### Register map, names as in the netlist

Scale: 4 px per µm.
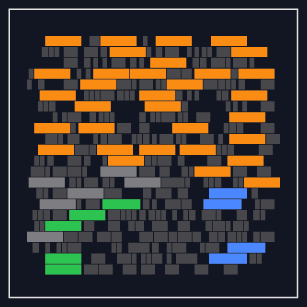
### Cell area per tile

Scale: 4 px per µm. 7 x 7 tiles, from black (low) to pale yellow (high), 0 to 100% covered.
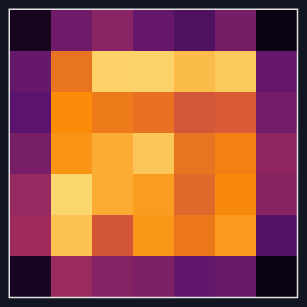
### M2 wires

Scale: 4 px per µm.
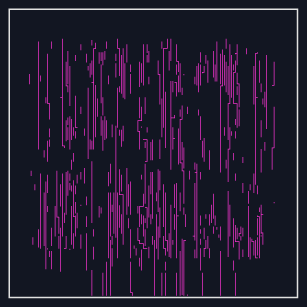
### Supply network

Scale: 4 px per µm. Pins as bars on the die edge.
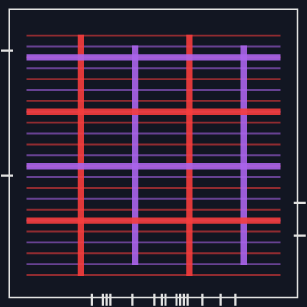
==> config.mk <==
export PLATFORM = sky130hd
export DESIGN_NAME = jtag_tap_controller_flat
export DESIGN_NICKNAME = d
export VERILOG_FILES = /design/src/rtl/tap_pkg.sv /design/src/rtl/jtag_tap_controller_if.sv /design/src/rtl/jtag_shift_reg.sv /design/src/rtl/jtag_tap_controller.sv /design/src/flat_wrapper.sv
export SDC_FILE = /design/constraint.sdc
export NUM_CORES = 1
export LEC_CHECK = 0
export CAP_MARGIN = 30
export CORE_MARGIN = 4
export CORE_UTILIZATION = 60
export CTS_BUF_LIST = sky130_fd_sc_hd__clkbuf_4
export CTS_CLUSTER_SIZE = 20
export DETAILED_ROUTE_END_ITERATION = 12
export PLACE_DENSITY_LB_ADDON = 0.12
export SLEW_MARGIN = 30
export SYNTH_ARGS = -nofsm -noshare
export SYNTH_HDL_FRONTEND = slang
export SYNTH_HIERARCHICAL = 1
export SYNTH_SLANG_ARGS = --single-unit
==> constraint.sdc <==
create_clock -name clk -period 3.8 [get_ports clk]
set_input_delay 0.76 -clock clk [delete_from_list [all_inputs] [get_ports clk]]
set_output_delay 0.76 -clock clk [all_outputs]
set_load 0.005 [all_outputs]
==> Changelog: implementation <==
## Flow update

* Slew margin rel. at 58.93%
* Critical path depth in cells at 5
* Post-route ant nets at 0
* CP delay by family, top: flip-flops
* Finished Cell Area at 2741 µm²
* Clock Latency Late Sink at 0.37 ns
* Post-CTS Hold Buffers at 0
* Avg Inst Size Synth at 10.10 µm²
* Post-layout period usage at 83.72%
* Crit path largest cell delay at 0.69 ns
* Reg2Reg Depth at 6
* Crit path buffers/inverters at 1
* ClkCell Share at 2.008%
* Register share of total power at 53.3%
* # diodes at 0
* GR Layer Usage met1 at 23.27%
* Clk_skew at 0.02154 ns
* GR peak layer: met2
* Iter 0 DRT Violations at 117
* Gr usage total at 18.01%
* Status: finished clean
* CP Launch Type: flop
* Fin worst setup slack at 0.6187 ns
* Met3 GRT Util at 5.049%
* Crit end category: primary output
* CTS buffer count at 5
* Drt drc at 0
* Fillers at 306
* Layout cell share with drive strength beyond 1 at 9.722%
* Die area at 5139 µm²
* DP HPWL at 2799 µm
* Clock buffers at 5
* Invs w/o clock at 5
* Num rows at 22
* Root buf cell: clkbuf_4
* H-tree levels at 2
* Clock Path Buffers at 2
* Critical Path RT at 3.04 ns
Notes on 'Register map, names as in the netlist' above:
legend:
  blue:
    netlist_name: u_core/bus.tap_state
    placed_flops: 4
    where: south-east
  green:
    netlist_name: u_core/bus.ir_value
    placed_flops: 5
    where: south-west
  orange:
    netlist_name: u_core/u_idcode/pdata_out
    placed_flops: 32
not coloured: 6
Seq area share: 43.13%
Flop area: 1182 µm²
Final Core Density: 72.17%

Notes on 'Cell area per tile' above:
densest ninth of the die: centre
fullest tile: 91%
tiles over 75% full: 27%
mean over tiles: 52%
Init Core Util: 64.06%
Core Region: 3799 µm²

Notes on 'M2 wires' above:
longest straight run: 32.8 µm
nets with wire on the layer: 216
Vias: 1669
met2 Use GR: 29.39%
DRT Wirelength: 4022 µm

Notes on 'Supply network' above:
legend:
  red:
    net: VSS
  purple:
    net: VDD
rows: 22
met1 rails: 23
met4 straps: 4
met5 straps: 4
die height: 71.69 µm
Max VDD drop: 392.1 µV
die width: 71.69 µm

No activity file was given, so power comes from the tool's default toggle rates.
